==> config.mk <==
export PLATFORM = sky130hd
export DESIGN_NAME = and_gate
export DESIGN_NICKNAME = d
export VERILOG_FILES = /design/src/rtl/and_gate_pkg.sv /design/src/rtl/and_gate_sat_cnt.sv /design/src/rtl/and_gate.sv
export SDC_FILE = /design/constraint.sdc
export NUM_CORES = 1
export LEC_CHECK = 0
export CAP_MARGIN = 10
export CORE_UTILIZATION = 49
export DETAILED_ROUTE_END_ITERATION = 8
export GPL_TIMING_DRIVEN = 1
export PLACE_DENSITY_LB_ADDON = 0.12
export SKIP_LAST_GASP = 1
export SLEW_MARGIN = 20
export SYNTH_ARGS = -nofsm -noshare
export SYNTH_HDL_FRONTEND = slang
export SYNTH_SLANG_ARGS = --single-unit
==> constraint.sdc <==
create_clock -name clk -period 2.38 [get_ports clk]
set_input_delay 0.714 -clock clk [delete_from_list [all_inputs] [get_ports clk]]
set_output_delay 0.714 -clock clk [all_outputs]
set_load 0.01 [all_outputs]
**Run 1: nets reached from selected ports**

Drawn at 10 px/micron.
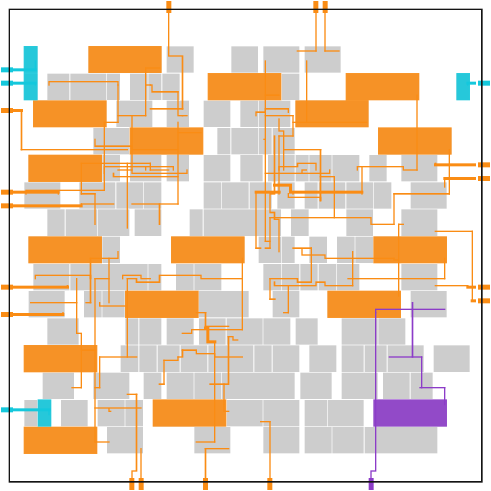
[purple] `all_high` | direction: output | edge: bottom | end cells: 1 | buffers: 1 | wire: 40.1 microns
[cyan] `cov` | direction: output | edge: 3 left, 1 right | end cells: 4 | buffers: 0 | wire: 10.0 microns
[orange] `ones_cnt` | direction: output | edge: 5 left, 4 bottom, 4 right, 3 top | end cells: 16 | buffers: 16 | wire: 607 microns
PortBufs: 25
io pins: 31

**Run 1: clock nets**

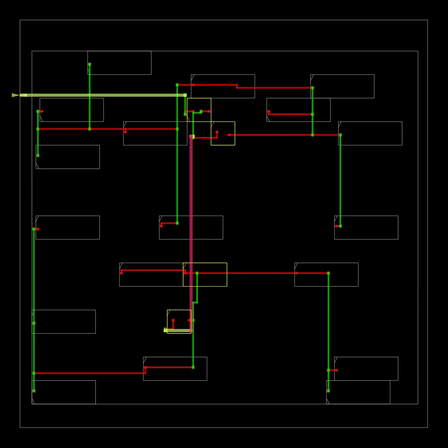
Clock Latency Late Sink: 0.30 ns
clk_buf instances: 4
clk pwr: 0.198 mW
CTS sink cnt: 18
clk_skew: 0.00115 ns

**Run 1: placement by cell class**

Drawn at 6 px/micron.
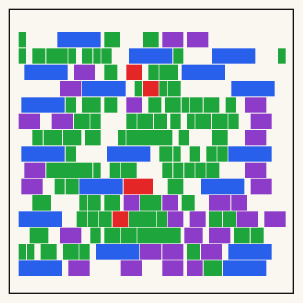
[red] clock drivers and dummy loads | cells: 4 | share of their area: 2.8%
[blue] flip-flops | cells: 18 | share of their area: 28%
[purple] other buffers and delay cells | cells: 32 | share of their area: 23%
[green] all other logic | cells: 90 | share of their area: 46%
Final Util: 0.724
Design Area, Final: 1320 sq um

==> results.toml, run 1 <==
# yosys + openroad results
[outcome]
status = "finished clean"

[flow_run]
cap_viol_max_count = 0
warnings = 26

[clock_network]
hold_buffers = 0
cts-root-buf = "clkbuf_4"
cts_resized = 1
htree_num_levels = 1
clk_pin_slew_ns = 0.11
cts_tree = "built"
cts-buffers-inserted = 3
cts_buffer_depth = 2

[power_and_ir_drop]
p_sw_frac = 0.232
leakage_nw = 0.476
combPwrFrac = 0.077
power_mw = 0.544
clkPwrFrac = 0.364
p_seq_frac = 0.559
power.switching_mw = 0.126
p_int_mw = 0.418
ir_drop_uv = 309
power_density_nw_per_um2 = 412

[finish]
largest_register_ff_count = 16
fin_nets = 152
final_layout_size_suffix_gt1_frac = 0.125
antenna_cells = 0
area_delta_synth_final_pct = 32.2

[synth]
avgSynthCellArea_sq_um = 8.82
syn_inst = 113
ys_types = 41
yosys_warnings = 0
ys_seq_share = 0.361
yosys-stat-cells = 113
ys_area_sq_um = 997
syn_area_sq_um = 997
ys.flops = 18

[timing]
rsz0062_at_grt = "false"
finalClockPeriodUsage = 0.957
setup-violations-final = 0
tightest_slew_ns = 0.617
worst_slack_ns = 0.101
fin_crit_ns = 2.28
slew_headroom = 0.586
slew_viol_final = 0
finalHoldViolCount = 0

[critical_path]
startpoint_type = "input port"
crit_path_max_fanout = 2
max_stage_delay_ns = 0.47
slowest_stage = "clkdlybuf4s50_1"
critPathArrivalTime_ns = 1.56
reg2reg_depth = 5
crit_required_ns = 1.67
cpLargestDelayFamily = "buffers and inverters"
worst-path-stages = 3
rrSetupSlack_ns = 0.49
worst_setup_path_end_kind = "primary output"
worst-path-buf-inv = 2

[drt]
num_vias = 984
dr.pass1.iters = 4
vias_per_cell = 5.82
drt-total-wl_mm = 2.30
drc = 0
drtAntennaViolNets = 0
drt_iter0_drc = 23

[global_routing]
grt_pass1_wl_mm = 3.77
grt_usage = 0.239
overflow = 0
grt_pass1_vias = 862
grt_max_degree = 15
antenna_found_initial = 0

[worst_hold_path]
min_path_type = "reg2reg"
whs_path_depth = 2

[floorplanning]
num_rows = 15
core_area_sq_um = 1820
die_y_microns = 47.1
fp_util = 0.548
die_area_sq_um = 2220
die_w_microns = 47.1

[placement]
place_area_sq_um = 1280
dpl.hpwl_mm = 1.67
gp_congestion = 0.776
pre_cts_ws_ns = -0.170
==> run 1: Yosys cell counts (all sizes together) <==
cell type | number | area [sq um]
o21a | 2 | 15.0
clkbuf | 1 | 3.75
nand2b | 2 | 12.5
nor4 | 3 | 33.8
or3 | 5 | 32.5
a211oi | 1 | 7.51
a21boi | 1 | 7.51
nor3 | 6 | 30.0
o211ai | 1 | 7.51
or4 | 4 | 30.0
nand2 | 7 | 26.3
o21ai | 3 | 15.0
o41ai | 2 | 17.5
ha | 1 | 12.5
and2 | 2 | 12.5
or2b | 1 | 8.76
nand4 | 5 | 46.3
buf | 7 | 50.0
nor2b | 1 | 6.26
conb | 1 | 3.75
inv | 2 | 7.51
nand3b | 2 | 27.5
a21oi | 9 | 45.0
and3 | 3 | 20.0
and4 | 2 | 18.8
o31ai | 5 | 37.5
a41oi | 1 | 8.76
mux2i | 1 | 10.0
o311ai | 2 | 17.5
dlygate4sd1 | 1 | 8.76
dfxtp | 18 | 360
nor2 | 1 | 3.75
nand3 | 9 | 45.0
a21o | 1 | 7.51
==> run 1: layout make-up <==
type	count	area (sq um)
inverters	2	7.51
flip-flops and latches	18	360
fillers	142	502
repair buffers	32	302
multi-input cells	88	582
clock buffers	4	36.3
well taps	25	31.3
==> run 1: per-stage QoR <==
step | hold slack (ns) | setup TNS, ns | std cells
final | 0.501 | 0 | 169
after global routing | 0.539 | 0 | 169
after CTS | 0.509 | 0 | 169
after detailed placement | 0.493 | -0.217 | 165
after global placement | 0.478 | -0.161 | 165
after floorplan | 0.512 | 0 | 117
==> run 1: routing by layer <==
metal	up-vias	routed length, microns	GRT usage
li1	491	-	-
met1	459	1030	0.319
met2	32	1140	0.394
met3	2	105	0.0423
met4	0	22	0.0686
met5	-	0	0
==> run 1: tightest hold or removal path: stages, from the launching register on <==
cell      delay, ns
dfxtp_1        0.34
nand2b_1       0.06
a21boi_0       0.07
==> run 1: logic make-up (layout without fill, tap and decap cells) <==
family	count (synthesis)	in the layout	share of synthesized area
simple gates	53	53	0.355
compound gates	28	28	0.187
flops	18	18	0.361
buf+inv	11	38	0.0703
fa+ha+maj	1	1	0.0125
other cells	1	5	0.00376
mux	1	1	0.0100
==> run 1: power by group through the flow <==
stage / combinational [mW] / clock [mW] / sequential [mW]
finish: 0.0418 / 0.198 / 0.304
global route: 0.0454 / 0.214 / 0.305
CTS: 0.0414 / 0.200 / 0.304
detailed placement: 0.0418 / 0 / 0.311
global placement: 0.0410 / 0 / 0.311
floorplan: 0.0223 / 0 / 0.312
==> run 1: cell usage in the layout (no fill, tap or decap), types with 3 or more instances in the layout <==
cell type	n
o21ai_0	3
or3_1	4
nand3_1	9
buf_4	7
nand2_1	7
clkdlybuf4s50_1	24
dfxtp_1	18
a21oi_1	9
or4_1	4
o31ai_1	5
nand4_1	4
clkbuf_4	3
conb_1	5
nor3_1	6
**Run 1: M3 wires**

Drawn at 8 px/micron. Cells faint in the background.
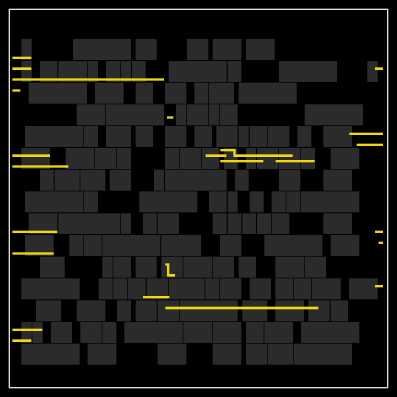

==> run 2, diff against run 1 <==
- CORE_MARGIN: unset -> 4
- CORE_UTILIZATION: 49 -> 55
- DONT_BUFFER_PORTS: unset -> 1
**Run 2: M3 wires**

Drawn at 8 px/micron. Cells faint in the background.
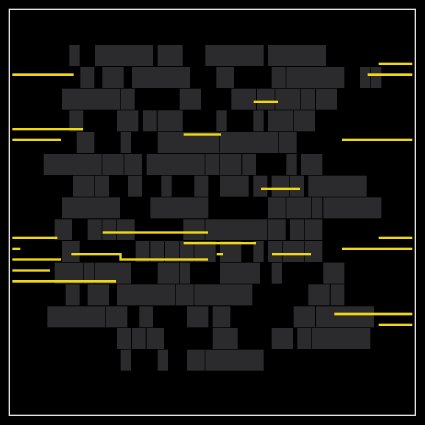
nets with wire on the layer: 20
share of all routed wire: 7.0%
wire length on this layer: 150 microns
Vias: 875
GR Util met3: 0.0445
routed wire length: 2.13 mm

==> results.toml, run 2 <==
# yosys + openroad results
[outcome]
status = "finished clean"

[drt]
vias_per_cell = 6.39
top_layer = "met4"
met2_length_mm = 1.03
dr.pass1.iters = 4

[clock_network]
hold_buffers = 0
clk_pin_slew_ns = 0.11
cts-root-buf = "clkbuf_4"

[finish]
area_delta_synth_final_pct = 2.01
lay_top_count = "dfxtp_1"
antenna_cells = 0
lay_top_cells = "dfxtp_1, nand3_1, a21oi_1"

[floorplanning]
num_rows = 15
die_y_microns = 50.6
ioPinCount = 31

[global_routing]
grt_max_degree = 15
grt_pass1_wl_mm = 3.42
grt_pass1_vias = 763

[power_and_ir_drop]
power_mw = 0.515
power_density_nw_per_um2 = 506
leakage_nw = 0.350

[synth]
yosys_warnings = 0
ys_area_sq_um = 997
ys_sh_xor = 0
async_flop_share = 0
ys_seq_share = 0.361
synth-compound-area-share = 0.187
ys.flops = 18
yosys.area.top_type = "dfxtp_1"
topCombFamilyByArea = "simple AND/OR/NAND/NOR gates"
ys_types = 41

[critical_path]
crit_required_ns = 2.58
max_stage_delay_ns = 0.65
startpoint_type = "flip-flop"
crit_path_max_fanout = 14
critPathArrivalTime_ns = 2.20
reg2reg_depth = 5

[flow_run]
warnings = 26
cap_viol_max_count = 0

[timing]
fin_crit_ns = 2.00
fin_worst_skew_ns = 0.00667
setup-violations-final = 0
setup-tns-final_ns = 0
finalClockPeriodUsage = 0.842

[placement]
place_area_sq_um = 981
gp_congestion = 0.753

[worst_hold_path]
whs_path_depth = 1
run 2: cell counts after synthesis:
No cell type changed its count.
run 2: cell families after synthesis:
group,after synthesis
AND/OR/NAND/NOR,53
AND-OR/OR-AND,28
flip-flops,18
buffers and inverters,11
multiplexers,1
adder cells (fa/ha/maj),1
other,1
run 2: area by class of cell:
class,instances,area [sq um],share of cell area
Multi-Input combinational cell,88,582,0.572
Sequential cell,18,360,0.354
Clock buffer,4,36.3,0.0357
Tap cell,25,31.3,0.0308
Inverter,2,7.51,0.00738
run 2: worst register-to-register path: stages (launching register included):
cell      delay (ns)
dfxtp_1         0.44
ha_1            0.23
nand3_1         0.24
nor4_4          0.65
o311ai_0        0.24
o41ai_1         0.10
run 2: per-layer routing:
| metal | vias to the layer above | global-route usage |
|---|---|---|
| met3 | 4 | 0.0445 |
| met2 | 31 | 0.291 |
| li1 | 428 | - |
| met1 | 412 | 0.206 |
| met4 | 0 | 0.0942 |
| met5 | - | 0 |
run 2: metrics by stage:
stage / cells / util / setup slack (ns)
2_1_floorplan: 117 / - / 0.597
3_3_place_gp: 133 / 0.568 / 0.455
3_5_place_dp: 133 / 0.568 / 0.398
4_1_cts: 137 / 0.589 / 0.374
5_1_grt: 137 / 0.589 / 0.214
6_report: 137 / 0.589 / 0.376
run 2: where the power goes:
part | total (mW) | internal, mW | switching [mW]
combinational | 0.0172 | 0.00436 | 0.0128
clock | 0.192 | 0.0932 | 0.0989
sequential | 0.306 | 0.303 | 0.00266
Power is estimated from default activity; no workload was simulated.
